<file path="src/rtl/ps2_kbd_ctrl_if.sv">
// PS/2 keyboard link and decoded key status, bundled for the keyboard controller.
interface ps2_kbd_ctrl_if;
  logic       ps2_clk;
  logic       ps2_data;
  logic       is_press;
  logic [7:0] count;
  logic [7:0] key;

  modport master (
    output ps2_clk, ps2_data,
    input  is_press, count, key
  );

  modport slave (
    input  ps2_clk, ps2_data,
    output is_press, count, key
  );
endinterface

</file>
<file path="src/rtl/ps2_kbd_ctrl.sv">
// PS/2 keyboard front end: deserialises device-to-host frames and decodes set-2
// make/break codes into the current key, a held flag and a press counter.
module ps2_kbd_ctrl #(
  parameter logic [15:0] TIMEOUT = 16'd20000
) (
  input  logic           clk,
  input  logic           rst,
  ps2_kbd_ctrl_if.slave  bus
);

  logic [2:0]  sclk_q;
  logic [1:0]  sdat_q;
  logic        fel;
  logic        din;

  logic [3:0]  bitcnt_q, bitcnt_d;
  logic [9:0]  shreg_q,  shreg_d;
  logic [15:0] tcnt_q,   tcnt_d;
  logic        bvalid_q, bvalid_d;
  logic [7:0]  byte_q,   byte_d;
  logic        frame_ok;

  logic        brk_q,   brk_d;
  logic        ext_q,   ext_d;
  logic        press_q, press_d;
  logic [7:0]  key_q,   key_d;
  logic [7:0]  count_q, count_d;

  assign fel = sclk_q[2] & ~sclk_q[1];
  assign din = sdat_q[1];

  // Bits enter at the top, so after ten shifts: [0]=start, [8:1]=data, [9]=parity.
  assign frame_ok = ~shreg_q[0] & din & (^shreg_q[9:1]);

  always_ff @(posedge clk or negedge rst) begin
    if (!rst) begin
      sclk_q   <= '1;
      sdat_q   <= '1;
      bitcnt_q <= '0;
      shreg_q  <= '0;
      tcnt_q   <= '0;
      bvalid_q <= 1'b0;
      byte_q   <= '0;
      brk_q    <= 1'b0;
      ext_q    <= 1'b0;
      press_q  <= 1'b0;
      key_q    <= '0;
      count_q  <= '0;
    end else begin
      sclk_q   <= {sclk_q[1:0], bus.ps2_clk};
      sdat_q   <= {sdat_q[0], bus.ps2_data};
      bitcnt_q <= bitcnt_d;
      shreg_q  <= shreg_d;
      tcnt_q   <= tcnt_d;
      bvalid_q <= bvalid_d;
      byte_q   <= byte_d;
      brk_q    <= brk_d;
      ext_q    <= ext_d;
      press_q  <= press_d;
      key_q    <= key_d;
      count_q  <= count_d;
    end
  end

  always_comb begin
    bitcnt_d = bitcnt_q;
    shreg_d  = shreg_q;
    tcnt_d   = tcnt_q;
    bvalid_d = 1'b0;
    byte_d   = byte_q;
    if (fel) begin
      tcnt_d = '0;
      if (bitcnt_q == 4'd10) begin
        bitcnt_d = '0;
        shreg_d  = '0;
        bvalid_d = frame_ok;
        if (frame_ok) byte_d = shreg_q[8:1];
      end else begin
        bitcnt_d = bitcnt_q + 4'd1;
        shreg_d  = {din, shreg_q[9:1]};
      end
    end else if (bitcnt_q != 4'd0) begin
      if (tcnt_q == TIMEOUT - 16'd1) begin
        bitcnt_d = '0;
        shreg_d  = '0;
        tcnt_d   = '0;
      end else begin
        tcnt_d = tcnt_q + 16'd1;
      end
    end else begin
      tcnt_d = '0;
    end
  end

  always_comb begin
    brk_d   = brk_q;
    ext_d   = ext_q;
    press_d = press_q;
    key_d   = key_q;
    count_d = count_q;
    if (bvalid_q) begin
      if (byte_q == 8'hE0) begin
        ext_d = 1'b1;
      end else if (byte_q == 8'hF0) begin
        brk_d = 1'b1;
      end else if (brk_q) begin
        press_d = 1'b0;
        brk_d   = 1'b0;
        ext_d   = 1'b0;
      end else begin
        // Typematic repeat of the held key is not a new press.
        if (!press_q || byte_q != key_q) count_d = count_q + 8'd1;
        key_d   = byte_q;
        press_d = 1'b1;
        ext_d   = 1'b0;
      end
    end
  end

  assign bus.is_press = press_q;
  assign bus.count    = count_q;
  assign bus.key      = key_q;

endmodule

</file>
<file path="src/flat_wrapper.sv">
// flat-port wrapper written by rule: the top's interface ports become plain ports
module ps2_kbd_ctrl_flat 
#(
  parameter logic [15:0] TIMEOUT = 16'd20000
)
  (clk, rst, bus_ps2_clk, bus_ps2_data, bus_is_press, bus_count, bus_key);
  ps2_kbd_ctrl_if bus_i ();
  input  logic clk;
  input  logic rst;
  input wire logic [$bits(bus_i.ps2_clk)-1:0] bus_ps2_clk;
  input wire logic [$bits(bus_i.ps2_data)-1:0] bus_ps2_data;
  output wire logic [$bits(bus_i.is_press)-1:0] bus_is_press;
  output wire logic [$bits(bus_i.count)-1:0] bus_count;
  output wire logic [$bits(bus_i.key)-1:0] bus_key;
  assign bus_i.ps2_clk = bus_ps2_clk;
  assign bus_i.ps2_data = bus_ps2_data;
  assign bus_is_press = bus_i.is_press;
  assign bus_count = bus_i.count;
  assign bus_key = bus_i.key;
  ps2_kbd_ctrl #(.TIMEOUT(TIMEOUT)) u_core (.clk(clk), .rst(rst), .bus(bus_i));
endmodule
</file>
<file path="config.mk">
export PLATFORM = sky130hd
export DESIGN_NAME = ps2_kbd_ctrl_flat
export DESIGN_NICKNAME = d
export VERILOG_FILES = /design/src/rtl/ps2_kbd_ctrl_if.sv /design/src/rtl/ps2_kbd_ctrl.sv /design/src/flat_wrapper.sv
export SDC_FILE = /design/constraint.sdc
export NUM_CORES = 1
export LEC_CHECK = 0
export CORE_MARGIN = 2
export CORE_UTILIZATION = 57
export CTS_CLUSTER_SIZE = 14
export DETAILED_ROUTE_END_ITERATION = 10
export PLACE_DENSITY = 0.88
export SYNTH_ARGS = -nofsm -noshare
export SYNTH_HDL_FRONTEND = slang
export SYNTH_SLANG_ARGS = --single-unit
</file>
<file path="constraint.sdc">
create_clock -name clk -period 2.4 [get_ports clk]
set_input_delay 0.72 -clock clk [delete_from_list [all_inputs] [get_ports clk]]
set_output_delay 0.72 -clock clk [all_outputs]
set_load 0.02 [all_outputs]
</file>
==> flow_metrics.py <==
# Synthesis and PnR figures
metrics = {
    "status": {
        "status": "finished clean",
    },
    "worst_setup_path": {
        "startpoint_type": "flop",
        "crit_type": "flop to output pin",
        "crit_path_end_kind": "output pin",
        "max_stage_delay_ps": 640,
        "worstReg2RegStart": "u_core.shreg_q[2]$_DFFE_PN0P_",
        "path_max_fanout": 6,
        "arrival_ps": 1420,
        "cp.depth": 1,
        "worstPathRequired_ps": 1680,
    },
    "yosys": {
        "ys.flops": 62,
        "fp_nets": 234,
        "synthTopLogicFamily": "simple AND/OR/NAND/NOR gates",
        "netlist.area_leader.share_pct": 52.17,
        "avgSynthCellArea_sq_um": 12.15,
        "syn_inst": 225,
        "synth_dominant_cell_count": "dfrtp_1",
        "yosys-top-cells-count": "57 x dfrtp_1, 26 x xnor2_1, 23 x nor2_1",
        "compound_area_share_pct": 6.407,
        "synthArstFlopShare_pct": 100.0,
        "ys_seq_share_pct": 56.98,
        "edf_count": 0,
        "yosys_cells": 225,
        "yosys.cell_types.count": 37,
        "ys.warnings.count": 0,
        "synthFlopType": "dfrtp_1",
    },
    "routing": {
        "met2_length_um": 2248,
        "finalWirelength_um": 4670,
        "drtIter0Drc": 64,
        "wire_per_inst_um": 14.83,
        "num_vias": 1729,
        "dr.pass1.iters": 4,
        "wl_met1_um": 2201,
        "met3_wirelength_um": 152,
        "final_antenna_net_count": 0,
    },
    "power_and_ir_drop": {
        "sequentialPower_mw": 1.22,
        "powerClk_mw": 0.998,
        "cellLeakagePower_nw": 1.495,
        "p_seq_share_pct": 48.0,
        "finalPower_mw": 2.545,
    },
    "floorplanning": {
        "fp.dieW_um": 73.26,
        "design.core.area_sq_mm": 0.004661,
        "die_y_um": 73.26,
        "chipArea_sq_mm": 0.005366,
    },
    "timing": {
        "timing.slew.headroom_pct": 59.97,
        "rsz0062_at_grt": "no",
        "max_clock_freq_mhz": 467.9,
        "timing.final.ws_setup_ps": 262.7,
        "fin_worst_skew_ps": 4.440,
        "finalCritPeriodShare_pct": 89.05,
        "setup_tns_ps": 0,
        "worst_pin_slew_ps": 595.0,
    },
    "global_route": {
        "grt_pass1_wl_um": 7859,
        "grtUsageMet2_pct": 29.83,
        "grt.met3_usage_pct": 6.996,
        "busiest_layer": "met2",
        "grt_pass1_vias": 1660,
        "antenna_found_initial": 0,
        "gr-total-overflow": 0,
        "grt_max_degree": 27,
    },
    "clocking": {
        "ctsResizeCount": 0,
        "cts_tree": "yes",
        "cts.clk_slew.worst_paths_ps": 70,
        "htreeDepth": 3,
        "insertion_delay_ps": 330,
        "hold_buffers": 0,
    },
    "place": {
        "dp.final_hpwl_um": 3267,
        "gp_congestion": 0.7985,
        "port_buffers": 20,
        "dp_cells": 299,
        "post-place-ws_ps": 392.3,
    },
    "run": {
        "maxCapViolations": 0,
        "tool_warnings": 28,
    },
    "cells_and_area": {
        "regArea_sq_mm": 0.001558,
        "final_cell_mix": "57 x dfrtp_1, 26 x xnor2_1, 23 x nor2_1",
        "area_growth_syn_to_layout_pct": 18.63,
        "drive_above_1_share_pct": 16.86,
        "reg_top3": "u_core.tcnt_q (16), u_core.shreg_q (10)",
        "n_all_buffers": 25,
        "comb_share_pct": 35.19,
        "clkCellAreaFrac_pct": 6.674,
        "largest_cell_class": "flip-flops and latches",
        "layout.nets": 265,
        "diodes": 0,
        "nonClockInverterCount": 4,
    },
    "worst_hold_path": {
        "hold_path.class": "input port to asynchronous set/reset pin",
    },
}
### Placement view

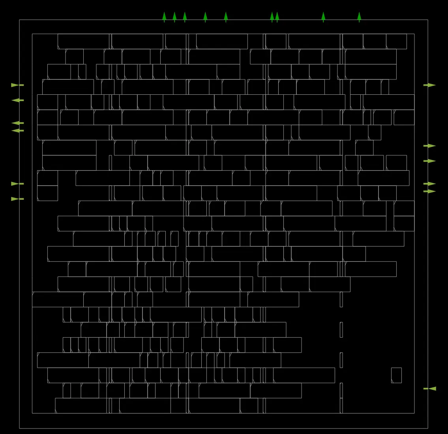
flop share of the area: 48.03%
Fillers: 331
final core occ: 69.58%
seq_cells: 62

### The metal 3 layer

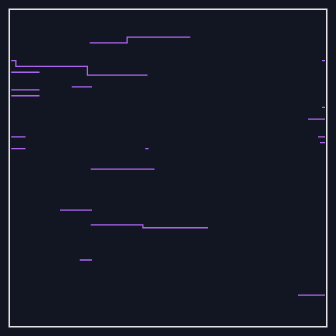
main direction = horizontal
wire length on this layer = 152 um
longest straight run = 16.6 um

